==> src/rtl/pipelined_cia_adder_if.sv <==
// Operand/result handshake bundle for the pipelined carry-increment adder.
// The adder sits on the slave side; the operand source / result sink is the master.
interface pipelined_cia_adder_if #(
    parameter int N = 32
);
    logic         in_valid;
    logic         in_ready;
    logic [N-1:0] a;
    logic [N-1:0] b;
    logic         cin;
    logic         sub;
    logic         out_valid;
    logic         out_ready;
    logic [N-1:0] sum;
    logic         cout;
    logic         ovf;

    modport master (
        output in_valid, a, b, cin, sub, out_ready,
        input  in_ready, out_valid, sum, cout, ovf
    );

    modport slave (
        input  in_valid, a, b, cin, sub, out_ready,
        output in_ready, out_valid, sum, cout, ovf
    );
endinterface

==> src/rtl/pipelined_cia_adder.sv <==
// Pipelined carry-increment adder/subtractor: one GS-bit group resolved per stage,
// with the inter-group carry registered so the critical path scales with GS.
module pipelined_cia_adder #(
    parameter int N  = 32,
    parameter int GS = 8
) (
    input  logic                  clk,
    input  logic                  rst_n,
    pipelined_cia_adder_if.slave  bus
);
    localparam int NG = N / GS;

    logic         adv;
    logic         out_valid_q;
    logic [N-1:0] sum_q;
    logic         cout_q;
    logic         ovf_q;

    // Single global enable: everything shifts unless a valid result is being held.
    assign adv          = bus.out_ready | ~out_valid_q;
    assign bus.in_ready = adv;
    assign bus.out_valid = out_valid_q;
    assign bus.sum       = sum_q;
    assign bus.cout      = cout_q;
    assign bus.ovf       = ovf_q;

    for (genvar k = 0; k < NG; k++) begin : stg
        localparam int W = N - k * GS;

        logic         vld;
        logic         cy;
        logic [N-1:0] x;
        logic [W-1:0] bq;
        logic [GS-1:0] ga;
        logic [GS-1:0] gb;
        logic [GS-1:0] gs;
        logic [GS:0]   raw;
        logic          p;
        logic          co;
        logic [N-1:0]  x_nx;

        // x carries finished sum slices below group k and untouched A slices above it.
        assign ga  = x[k*GS +: GS];
        assign gb  = bq[GS-1:0];
        assign raw = {1'b0, ga} + {1'b0, gb};
        assign p   = &(ga ^ gb);
        assign gs  = raw[GS-1:0] + {{(GS-1){1'b0}}, cy};
        assign co  = raw[GS] | (p & cy);

        always_comb begin
            x_nx = x;
            x_nx[k*GS +: GS] = gs;
        end

        if (k == 0) begin : g_first
            always_ff @(posedge clk or negedge rst_n) begin
                if (!rst_n) begin
                    vld <= 1'b0;
                    cy  <= 1'b0;
                    x   <= '0;
                    bq  <= '0;
                end else if (adv) begin
                    vld <= bus.in_valid;
                    cy  <= bus.sub | bus.cin;
                    x   <= bus.a;
                    bq  <= bus.sub ? ~bus.b : bus.b;
                end
            end
        end else begin : g_next
            always_ff @(posedge clk or negedge rst_n) begin
                if (!rst_n) begin
                    vld <= 1'b0;
                    cy  <= 1'b0;
                    x   <= '0;
                    bq  <= '0;
                end else if (adv) begin
                    vld <= stg[k-1].vld;
                    cy  <= stg[k-1].co;
                    x   <= stg[k-1].x_nx;
                    bq  <= stg[k-1].bq[W+GS-1:GS];
                end
            end
        end
    end

    logic msb_carry_in;
    assign msb_carry_in = stg[NG-1].x_nx[N-1] ^ stg[NG-1].x[N-1] ^ stg[NG-1].bq[GS-1];

    // Result registers only capture valid beats so sum holds across bubbles.
    always_ff @(posedge clk or negedge rst_n) begin
        if (!rst_n) begin
            out_valid_q <= 1'b0;
            sum_q       <= '0;
            cout_q      <= 1'b0;
            ovf_q       <= 1'b0;
        end else if (adv) begin
            out_valid_q <= stg[NG-1].vld;
            if (stg[NG-1].vld) begin
                sum_q  <= stg[NG-1].x_nx;
                cout_q <= stg[NG-1].co;
                ovf_q  <= msb_carry_in ^ stg[NG-1].co;
            end
        end
    end
endmodule

==> src/flat_wrapper.sv <==
// flat-port wrapper written by rule: the top's interface ports become plain ports
module pipelined_cia_adder_flat 
#(
    parameter int N  = 32,
    parameter int GS = 8
)
  (clk, rst_n, bus_in_valid, bus_a, bus_b, bus_cin, bus_sub, bus_out_ready, bus_in_ready, bus_out_valid, bus_sum, bus_cout, bus_ovf);
  pipelined_cia_adder_if #(.N(N)) bus_i ();
  input  logic clk;
  input  logic rst_n;
  input wire logic [$bits(bus_i.in_valid)-1:0] bus_in_valid;
  input wire logic [$bits(bus_i.a)-1:0] bus_a;
  input wire logic [$bits(bus_i.b)-1:0] bus_b;
  input wire logic [$bits(bus_i.cin)-1:0] bus_cin;
  input wire logic [$bits(bus_i.sub)-1:0] bus_sub;
  input wire logic [$bits(bus_i.out_ready)-1:0] bus_out_ready;
  output wire logic [$bits(bus_i.in_ready)-1:0] bus_in_ready;
  output wire logic [$bits(bus_i.out_valid)-1:0] bus_out_valid;
  output wire logic [$bits(bus_i.sum)-1:0] bus_sum;
  output wire logic [$bits(bus_i.cout)-1:0] bus_cout;
  output wire logic [$bits(bus_i.ovf)-1:0] bus_ovf;
  assign bus_i.in_valid = bus_in_valid;
  assign bus_i.a = bus_a;
  assign bus_i.b = bus_b;
  assign bus_i.cin = bus_cin;
  assign bus_i.sub = bus_sub;
  assign bus_i.out_ready = bus_out_ready;
  assign bus_in_ready = bus_i.in_ready;
  assign bus_out_valid = bus_i.out_valid;
  assign bus_sum = bus_i.sum;
  assign bus_cout = bus_i.cout;
  assign bus_ovf = bus_i.ovf;
  pipelined_cia_adder #(.N(N), .GS(GS)) u_core (.clk(clk), .rst_n(rst_n), .bus(bus_i));
endmodule
==> config.mk <==
export PLATFORM = sky130hd
export DESIGN_NAME = pipelined_cia_adder_flat
export DESIGN_NICKNAME = d
export VERILOG_FILES = /design/src/rtl/pipelined_cia_adder_if.sv /design/src/rtl/pipelined_cia_adder.sv /design/src/flat_wrapper.sv
export SDC_FILE = /design/constraint.sdc
export NUM_CORES = 1
export LEC_CHECK = 0
export CAP_MARGIN = 5
export CORE_MARGIN = 2
export CORE_UTILIZATION = 40
export DETAILED_ROUTE_END_ITERATION = 16
export PLACE_DENSITY_LB_ADDON = 0.25
export SKIP_CTS_REPAIR_TIMING = 1
export SYNTH_ARGS = -nofsm -noshare
export SYNTH_HDL_FRONTEND = slang
export SYNTH_SLANG_ARGS = --single-unit
==> constraint.sdc <==
create_clock -name clk -period 3.1 [get_ports clk]
set_input_delay 0.62 -clock clk [delete_from_list [all_inputs] [get_ports clk]]
set_output_delay 0.62 -clock clk [all_outputs]
set_load 0.02 [all_outputs]
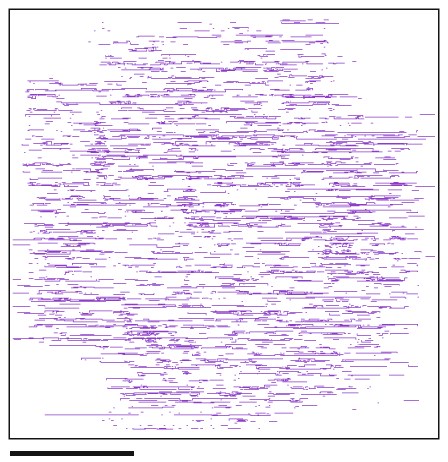
Figure 1: run 1, metal 1.
Scale bar: 50 um.
The wires run mostly horizontal. The layer carries 11,100 um of wire. The longest straight run is 52.0 um.
total length of routed wires: 22,800 um
met1 Track Usage GR: 0.225
number of vias after detailed routing: 7,962

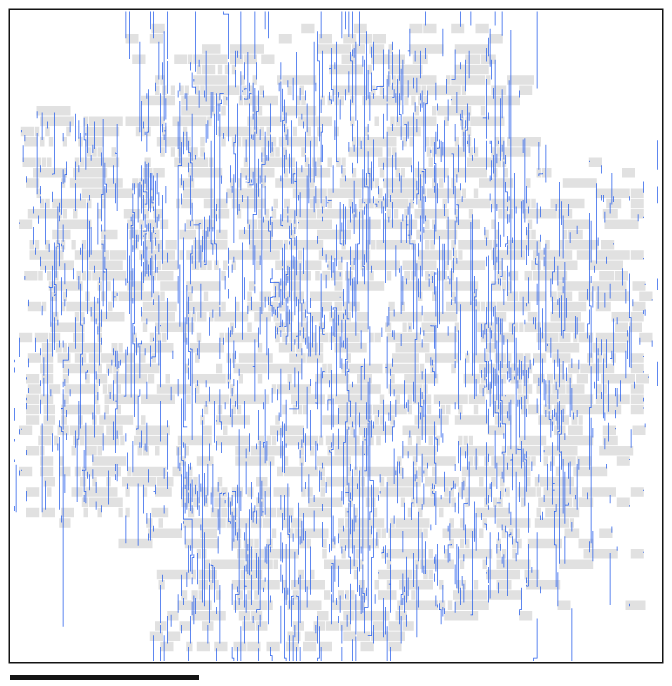
Figure 2: run 1, the metal 2 layer.
Scale bar: 50 um.
1,086 nets have wire on it. The wires run mostly vertical. The layer carries 10,500 um of wire.
met2 GRT Util: 0.256

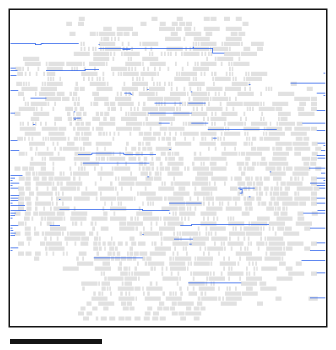
Figure 3: run 1, metal 3.
Scale bar: 50 um.
The layer carries 807 um of wire. 74 nets have wire on it. The layer holds 3.5% of the routed length.

==> flow_summary.yaml, run 1 <==
# physical design summary
final_timing:
  worst_hold_slack_ps: 108
  setup_ws_ps: 420
  fin_crit_ps: 2680
  worstMarginPinSlew_ps: 1220
  finalMaxSlewViolations: 0
  period_utilization_post_route: 0.864
  timing_hold_violations_final: 0
  worst_clock_skew_ps: 14.3
  slew_headroom: 0.184
  fin_tns_setup_ps: 0
  rsz0062_at_grt: "no"
worst_setup_path:
  critical_path_top_delay_cell: "sky130_fd_sc_hd__fa_1"
  crit_path_cell_trace: "ha_1 > inv_1 > fa_1 > xnor2_1 > and3_1 > nand4_1 > nor4b_1 > xnor3_1 > mux2_2"
  timing.reg2reg.worst_path_depth: 9
  critPathMaxStageDelay_ps: 390
  cp_max_fo: 3
  kind_of_end_point_of_the_critical_path: "flop"
  regToRegEndpoint: "u_core.stg[2].x[15]$_DFFE_PN0N_"
  worst_setup_path_startpoint: "u_core.stg[1].bq[0]$_DFFE_PN0N_"
  cp-endpoint: "u_core.stg[2].x[15]$_DFFE_PN0N_"
  worstPathRequired_ps: 3510
  critPathKind: "reg -> reg"
  r2r_setup_slack_ps: 420
  cp-start-kind: "flop"
die:
  area_of_the_chip_mm2: 0.0296
  die_x_um: 172
  coreArea_mm2: 0.0278
  boundaryPins: 106
  initial_utilization: 0.407
  number_of_rows_in_the_core_area: 61
  tapcell.inserted: 378
  dieHeight_um: 172
logic_synthesis:
  post-synth-top-area-fraction: 0.555
  post_synth_mux_area_share: 0.0328
  synth-simple-area-share: 0.210
  synth_top_cell_by_area: "sky130_fd_sc_hd__dfrtp_1"
  yosys_warns: 0
  synth.cellmix.adderShare: 0.0513
  postSynthRegisterBits: 251
  xor_area_frac: 0.0607
  yosys.area_share.aoi: 0.0647
  synth_area_per_cell_um2: 9.43
  post_synth_area_from_yosys_stat_mm2: 0.0113
  synth.distinct_cells: 47
  syn-num-nets: 1313
  number_of_enable_flip_flop_cells: 0
  ys.flop_type: "sky130_fd_sc_hd__dfrtp_1"
  post_synth_instance_area_mm2: 0.0113
  synthTopCellsByArea: "sky130_fd_sc_hd__dfrtp_1, sky130_fd_sc_hd__nand2_1, sky130_fd_sc_hd__ha_1, sky130_fd_sc_hd__xnor2_1, sky130_fd_sc_hd__mux2_2"
detailed_routing:
  detail_route.vias_per_cell: 4.74
  met2_length_um: 10500
  met1Wirelength_um: 11100
  routed.top_layer: "met4"
  detail_route.wl_per_cell_um: 13.6
  dr_wl_met3_um: 807
  antenna_violating_nets_post_route: 0
  drcViolationCount: 0
cells_and_area:
  final_layout_top_logic_cells: "sky130_fd_sc_hd__nand2_1, sky130_fd_sc_hd__dfrtp_1, sky130_fd_sc_hd__clkdlybuf4s50_1"
  final_layout_size_suffix_gt1_frac: 0.0698
  dominant-cell-class: "flip-flops and latches"
  layout.cells.most_common: "sky130_fd_sc_hd__nand2_1"
  area_delta_synth_final_pct: 20.4
  design_area_mm2: 0.0136
  antennaDiodeCount: 0
  nonClockBufferCount: 114
  final_cells: 1681
  final.signal_inverter_count: 19
  nClkBuffers: 42
  combinational_gate_count: 873
  seq_share: 0.461
  non_clock_buffer_area_share: 0.0858
  post-route-util: 0.490
  comb-cell-share: 0.349
  flop_area_mm2: 0.00628
  fin_nets: 1400
  final.fill_count: 2742
placed_design:
  place.gp.congestion: 0.829
  detailed_place.area_mm2: 0.0128
  dp_hpwl_um: 15500
  placement.setup.worst_slack_ps: 446
  port_buffers: 105
  dpl.cell_count: 1635
global_route:
  grt-ovfl-total: 0
  initial_antenna_violation_count: 0
  globalRouteMet3Util: 0.0238
  grt_start_max_net_pins: 253
  groute.usage.overall: 0.158
  busiest_metal_layer_after_global_routing: "met2"
  grt_pass1_vias: 7778
clock_tree:
  cts_tree: "yes"
  cts_root_buf: "sky130_fd_sc_hd__clkbuf_16"
  cts_htree_levels: 1
  cts_buffer_depth: 3
  clk-insertion-delay-late_ps: 530
  numCtsBuffers: 27
  clock_sinks: 251
  cts.clk_slew.worst_paths_ps: 60
hold_path:
  min_path_type: "in -> async"
flow_run:
  timing.max_cap.violations: 0
  log.warning_count: 30
pwr:
  design_power_total_mw: 15.1
  power.static_leakage_nw: 6.57
  ir_worst_vdd_v: 0.000487
run_status:
  run_status: "completed"
-- run 1: where the power goes --
group / switching (mW) / internal (mW)
sequential: 0.891 / 4.75
combinational: 3.47 / 2.89
clock: 1.23 / 1.88
total: 5.60 / 9.53
-- run 1: synth_stat cells (5+ instances only) --
master / number
sky130_fd_sc_hd__o21a_1: 5
sky130_fd_sc_hd__a21o_1: 6
sky130_fd_sc_hd__buf_1: 11
sky130_fd_sc_hd__nand2_1: 538
sky130_fd_sc_hd__o21bai_1: 8
sky130_fd_sc_hd__clkbuf_1: 44
sky130_fd_sc_hd__o21ai_0: 66
sky130_fd_sc_hd__ha_1: 40
sky130_fd_sc_hd__dfrtp_1: 251
sky130_fd_sc_hd__a21oi_1: 22
sky130_fd_sc_hd__nand3_1: 9
sky130_fd_sc_hd__xor2_1: 11
sky130_fd_sc_hd__nor2_1: 15
sky130_fd_sc_hd__nand4_1: 10
sky130_fd_sc_hd__inv_1: 18
sky130_fd_sc_hd__mux2_2: 32
sky130_fd_sc_hd__and3_1: 7
sky130_fd_sc_hd__xnor2_1: 55
-- run 1: worst max-delay path: cells and delay by family, from the launching register on --
kind / cells / cell delay, ps
AND/OR/NAND/NOR: 3 / 740
XOR/XNOR: 2 / 570
flip-flops: 1 / 350
multiplexers: 1 / 260
buffers and inverters: 1 / 60
adder cells (fa/ha/maj): 2 / 580
-- run 1: registers in the layout (all words and copies together) (netlist names) --
register,cells
u_core.stg.x,128
u_core.stg.bq,80
u_core.bus.sum,32
u_core.stg.cy,4
u_core.stg.vld,4
u_core.bus.cout,1
u_core.bus.out_valid,1
u_core.bus.ovf,1
-- run 1: cells by family after synthesis --
logic type      Yosys count
fa+ha+maj                44
xor+xnor                 71
buf+inv                  75
mux                      33
compound gates          125
flops                   251
simple gates            600
Figure 4. Routing congestion (run 1).
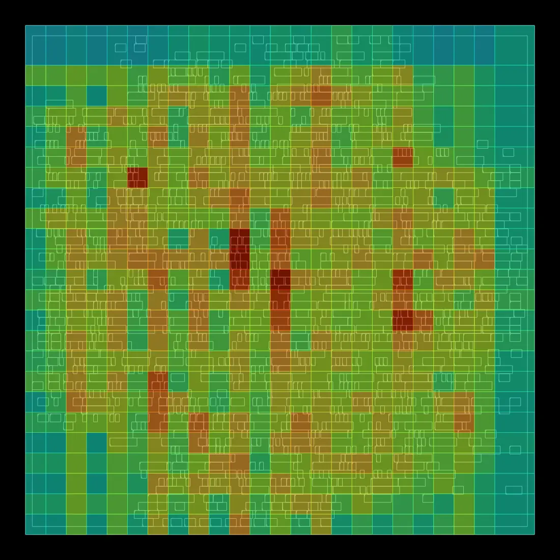

## Run 2: what changed since run 1
CTS_BUF_LIST = sky130_fd_sc_hd__clkbuf_4   (was default)
CTS_CLUSTER_DIAMETER = 150   (was default)
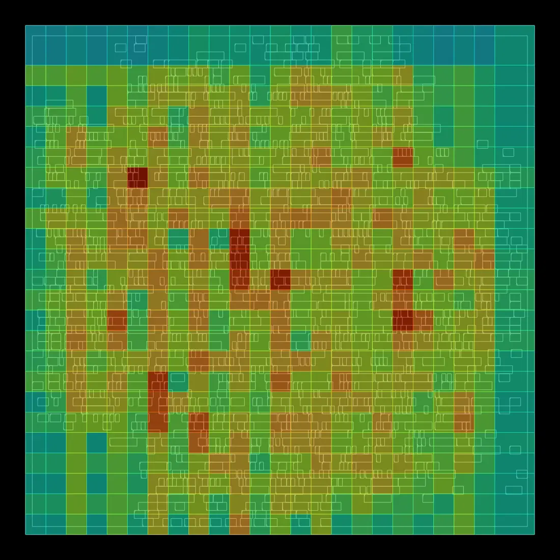
Figure 5: run 2, routing congestion.
met1 Track Usage GR: 0.219
met2 GRT Util: 0.259
average wire per cell in the routed design: 13.2 um
total track usage: 0.164
met3 usage: 0.0394

==> run 2 against run 1 <==
- count of clock-buffer cells in the layout up 67
- largest power group unchanged
- largest cell class unchanged
- sequential power hardly changed
- cell count is 4.6% higher
- flip-flop count did not move
==> flow_summary.yaml, run 2 <==
# physical design summary
cells_and_area:
  final.signal_inverter_count: 19
  largest_register_ffs: 128
  final_layout_top_logic_cells: "sky130_fd_sc_hd__nand2_1, sky130_fd_sc_hd__dfrtp_1, sky130_fd_sc_hd__clkbuf_4"
  max_flop_register: "u_core.stg.x"
  non_clock_buffer_area_share: 0.0861
  dominant-cell-class: "flip-flops and latches"
  final_cells: 1759
  seq_share: 0.459
  final_layout_size_suffix_gt1_frac: 0.119
  comb-cell-share: 0.347
  final.fill_count: 2777
  area_delta_synth_final_pct: 21.0
  layout.cells.most_common: "sky130_fd_sc_hd__nand2_1"
  fin_nets: 1444
  nClkBuffers: 109
  layout.area.comb_mm2: 0.00475
  combinational_gate_count: 873
die:
  dieHeight_um: 172
  coreArea_mm2: 0.0278
  initial_utilization: 0.407
  tapcell.inserted: 378
  area_of_the_chip_mm2: 0.0296
  boundaryPins: 106
final_timing:
  rsz0062_at_grt: "no"
  fin_tns_setup_ps: 0
  worstMarginPinSlew_ps: 1010
  worst_clock_skew_ps: 24.1
  finalMaxSlewViolations: 0
  fin_crit_ps: 2680
  timing_hold_violations_final: 0
clock_tree:
  numCtsBuffers: 70
  cts_htree_levels: 3
  cts.clk_slew.worst_paths_ps: 60
  cts_tree: "yes"
  clock_sinks: 251
  clk-insertion-delay-late_ps: 660
  cts_buffer_depth: 3
logic_synthesis:
  post-synth-top-area-fraction: 0.555
  postSynthRegisterBits: 251
  syn-instance-count: 1199
  yosys.area_share.aoi: 0.0647
  synth.cellmix.adderShare: 0.0513
  synth-simple-area-share: 0.210
  post_synth_mux_area_share: 0.0328
  synth.distinct_cells: 47
  yosys_warns: 0
  xor_area_frac: 0.0607
  post_synth_instance_area_mm2: 0.0113
  synthTopCellsByArea: "sky130_fd_sc_hd__dfrtp_1, sky130_fd_sc_hd__nand2_1, sky130_fd_sc_hd__ha_1, sky130_fd_sc_hd__xnor2_1, sky130_fd_sc_hd__mux2_2"
  number_of_enable_flip_flop_cells: 0
  most_numerous_cell_types_in_the_synthesized_netlist: "sky130_fd_sc_hd__nand2_1, sky130_fd_sc_hd__dfrtp_1, sky130_fd_sc_hd__o21ai_0"
  ys.flop_type: "sky130_fd_sc_hd__dfrtp_1"
  synth_area_per_cell_um2: 9.43
  syn-num-nets: 1313
  synthMostInstantiatedCell: "sky130_fd_sc_hd__nand2_1"
  post_synth_area_from_yosys_stat_mm2: 0.0113
  synth_top_cell_by_area: "sky130_fd_sc_hd__dfrtp_1"
detailed_routing:
  detail_route.vias_per_cell: 4.65
  routed_wl_um: 23300
  drcViolationCount: 0
  routed.top_layer: "met4"
  num_vias: 8178
  met1Wirelength_um: 11000
  met2_length_um: 10900
  dr_wl_met3_um: 882
pwr:
  seq_power_share: 0.374
  internal_power_summed_over_all_cells_mw: 9.40
  switching_share: 0.377
  ir_worst_vdd_v: 0.000400
  combinational_power_share: 0.423
  net-switching-power_mw: 5.70
  power.static_leakage_nw: 6.70
worst_setup_path:
  critPathTopFamily: "simple AND/OR/NAND/NOR gates"
  worstPathRequired_ps: 3640
  crit_path_cell_trace: "ha_1 > inv_1 > fa_1 > xnor2_1 > and3_1 > nand4_1 > nor4b_1 > xnor3_1 > mux2_2"
  cp_max_fo: 3
  critical_path_top_delay_cell: "sky130_fd_sc_hd__fa_1"
  cp.buffers_inverters: 1
  cp-start-kind: "flop"
  critPathKind: "reg -> reg"
  critPathMaxStageDelay_ps: 400
placed_design:
  port_buffers: 105
  dp_hpwl_um: 15500
  dpl.cell_count: 1635
flow_run:
  timing.max_cap.violations: 0
  log.warning_count: 30
run_status:
  run_status: "completed"
global_route:
  grt-ovfl-total: 0
  busiest_metal_layer_after_global_routing: "met2"
hold_path:
  min_path_type: "reg -> reg"
==> run 2: cell counts after synthesis <==
No cell type changed its count.
==> run 2: power groups by stage <==
| stage | Sequential, mW | Clock, mW | Combinational [mW] |
|---|---|---|---|
| after CTS | 5.66 | 3.18 | 6.46 |
| final | 5.64 | 3.07 | 6.39 |
| after global routing | 5.83 | 3.36 | 7.19 |
| after detailed placement | 5.72 | 0 | 6.41 |
| after floorplan | 5.66 | 0 | 4.49 |
| after global placement | 5.67 | 0 | 6.27 |
==> run 2: path summary, 6_finish.rpt <==
kind | start | end | slack, ps | depth (start not counted)
setup reg to reg | u_core.stg[1].x[8]$_DFFE_PN0N_ | u_core.stg[2].x[15]$_DFFE_PN0N_ | 420 | 9
hold / removal | u_core.stg[3].x[3]$_DFFE_PN0N_ | u_core.stg[3].x[3]$_DFFE_PN0N_ | 460 | 2
setup / recovery | u_core.stg[1].x[8]$_DFFE_PN0N_ | u_core.stg[2].x[15]$_DFFE_PN0N_ | 420 | 9
min in group asynchronous | rst_n | u_core.bus.sum[2]$_DFFE_PN0P_ | 540 | 2
hold reg to reg | u_core.stg[3].x[3]$_DFFE_PN0N_ | u_core.stg[3].x[3]$_DFFE_PN0N_ | 460 | 2
max in group asynchronous | rst_n | u_core.stg[0].x[4]$_DFFE_PN0N_ | 1660 | 3
==> run 2: logic make-up after synthesis <==
family,Yosys count
compound gates,125
xor+xnor,71
fa+ha+maj,44
buf+inv,75
flops,251
mux,33
simple gates,600
==> run 2: through the flow <==
step	setup slack (ps)	utilization	power, mW	cell area (um^2)
floorplan	638	-	10.1	11300
global placement	542	0.459	11.9	12800
detailed placement	446	0.459	12.1	12800
CTS	429	0.492	15.3	13700
global route	240	0.492	16.4	13700
finish	421	0.492	15.1	13700
## Run 3: what changed since run 2
CAP_MARGIN = 10   (was 5)
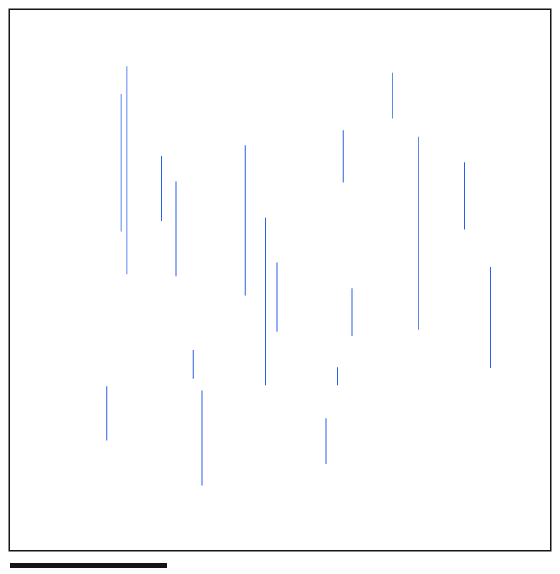
Figure 6: run 3, signal wires on met4.
Scale bar: 50 um.
The layer carries 518 um of wire. The layer holds 2.2% of the routed length. 13 nets have wire on it. The wires run mostly vertical. The longest straight run is 66.0 um.
number of vias after detailed routing: 8,178
total length of routed wires: 23,300 um

==> run 3 against run 2 <==
- first-iteration DRC count stayed put
- power stayed put
- register-to-register slack hardly changed
- die size stayed put
- clock skew stayed put
- global-route usage stayed put
- utilization stayed put
- critical endpoint unchanged
- largest power group unchanged
- highest routed layer unchanged
==> flow_summary.yaml, run 3 <==
# physical design summary
worst_setup_path:
  r2r_setup_slack_ps: 420
  worst_setup_path_startpoint: "u_core.stg[1].x[8]$_DFFE_PN0N_"
  worst_r2r_startpoint: "u_core.stg[1].x[8]$_DFFE_PN0N_"
  regToRegEndpoint: "u_core.stg[2].x[15]$_DFFE_PN0N_"
  worstPathRequired_ps: 3640
  timing.reg2reg.worst_path_depth: 9
  cp-start-kind: "flop"
  cp-endpoint: "u_core.stg[2].x[15]$_DFFE_PN0N_"
  cp_max_fo: 3
  kind_of_end_point_of_the_critical_path: "flop"
cells_and_area:
  max_flop_register: "u_core.stg.x"
  final_layout_size_suffix_gt1_frac: 0.119
  layout.cells.most_common: "sky130_fd_sc_hd__nand2_1"
  fin_nets: 1444
  final_layout_top_logic_cells: "sky130_fd_sc_hd__nand2_1, sky130_fd_sc_hd__dfrtp_1, sky130_fd_sc_hd__clkbuf_4"
  final_cells: 1759
  area_delta_synth_final_pct: 21.0
  design_area_mm2: 0.0137
  post-route-util: 0.492
  largest_register_ffs: 128
  final.fill_count: 2777
global_route:
  grt-ovfl-total: 0
  groute.usage.overall: 0.164
  use_met2: 0.259
  initial_antenna_violation_count: 2
  globalRouteMet3Util: 0.0394
  grt_pass1_vias: 8167
  busiest_metal_layer_after_global_routing: "met2"
  grt_start_max_net_pins: 253
  globalRouteMet1Util: 0.219
clock_tree:
  cts_root_buf: "sky130_fd_sc_hd__clkbuf_4"
  cts_htree_levels: 3
  clk-insertion-delay-late_ps: 660
  cts_buffer_depth: 3
  cts.clk_slew.worst_paths_ps: 60
  cts_tree: "yes"
detailed_routing:
  antenna_violating_nets_post_route: 0
  detail_route.wl_per_cell_um: 13.2
final_timing:
  slew_headroom: 0.327
  worst_hold_slack_ps: 463
  timing_hold_violations_final: 0
  fin_crit_ps: 2680
  worstMarginPinSlew_ps: 1010
  setup_ws_ps: 421
  fin_tns_setup_ps: 0
  rsz0062_at_grt: "no"
  worst_clock_skew_ps: 24.1
  finalMaxSlewViolations: 0
placed_design:
  detailed_place.area_mm2: 0.0128
  dp_hpwl_um: 15500
  placement.setup.worst_slack_ps: 446
  dpl.cell_count: 1635
  place.gp.congestion: 0.829
logic_synthesis:
  ys.flop_type: "sky130_fd_sc_hd__dfrtp_1"
  number_of_enable_flip_flop_cells: 0
  post_synth_mux_area_share: 0.0328
  post_synth_instance_area_mm2: 0.0113
  synthMostInstantiatedCell: "sky130_fd_sc_hd__nand2_1"
  most_numerous_cell_types_in_the_synthesized_netlist: "sky130_fd_sc_hd__nand2_1, sky130_fd_sc_hd__dfrtp_1, sky130_fd_sc_hd__o21ai_0"
  synthTopCellsByArea: "sky130_fd_sc_hd__dfrtp_1, sky130_fd_sc_hd__nand2_1, sky130_fd_sc_hd__ha_1, sky130_fd_sc_hd__xnor2_1, sky130_fd_sc_hd__mux2_2"
  syn-instance-count: 1199
  synth_top_cell_by_area: "sky130_fd_sc_hd__dfrtp_1"
  post_synth_area_from_yosys_stat_mm2: 0.0113
  post-synth-top-area-fraction: 0.555
  yosys.area_share.aoi: 0.0647
  postSynthRegisterBits: 251
  yosys_warns: 0
flow_run:
  log.warning_count: 30
  timing.max_cap.violations: 0
die:
  area_of_the_chip_mm2: 0.0296
  initial_utilization: 0.407
  boundaryPins: 106
  number_of_rows_in_the_core_area: 61
  die_x_um: 172
  dieHeight_um: 172
hold_path:
  holdPathStages: 2
  worst_hold_endpoint: "u_core.stg[3].x[3]$_DFFE_PN0N_"
  min_path_type: "reg -> reg"
run_status:
  run_status: "completed"
pwr:
  ir_worst_vdd_v: 0.000400
  power.static_leakage_nw: 6.70
## run 3: cell counts after synthesis
No cell type changed its count.
## run 3: cell families after synthesis
| logic type | after synthesis |
|---|---|
| and+or+nand+nor | 600 |
| xor gates and xnor gates | 71 |
| adders and majority gates | 44 |
| AOI/OAI and AO/OA | 125 |
| buffers and inverters | 75 |
| DFF | 251 |
| muxes | 33 |
## run 3: final cells by class
type                       count  area [um^2]  area share
multi-input combinational    873         4750       0.347
clock inverter                12         97.6     0.00713
timing repair buffer         115         1180      0.0861
antenna                        2         5.00    0.000366
inverter                      19         76.3     0.00558
tap                          378          473      0.0346
sequential                   251         6280       0.459
clock buffer                 109          818      0.0598
## run 3: routing by layer
layer,part of all wire,up-vias
met5,0,-
li1,-,4163
met2,0.47,141
met1,0.47,3831
met3,0.038,43
met4,0.022,0
## run 3: critical path, cell delays in order (launching register included)
cell	delay (ps)
sky130_fd_sc_hd__dfrtp_1	350
sky130_fd_sc_hd__ha_1	180
sky130_fd_sc_hd__inv_1	60
sky130_fd_sc_hd__fa_1	400
sky130_fd_sc_hd__xnor2_1	310
sky130_fd_sc_hd__and3_1	250
sky130_fd_sc_hd__nand4_1	140
sky130_fd_sc_hd__nor4b_1	370
sky130_fd_sc_hd__xnor3_1	260
sky130_fd_sc_hd__mux2_2	270
## run 3: report_power, final
group,internal [mW],switching (mW)
logic,2.89,3.50
registers,4.75,0.886
clock network,1.75,1.32
Power and IR drop assume default switching activity.
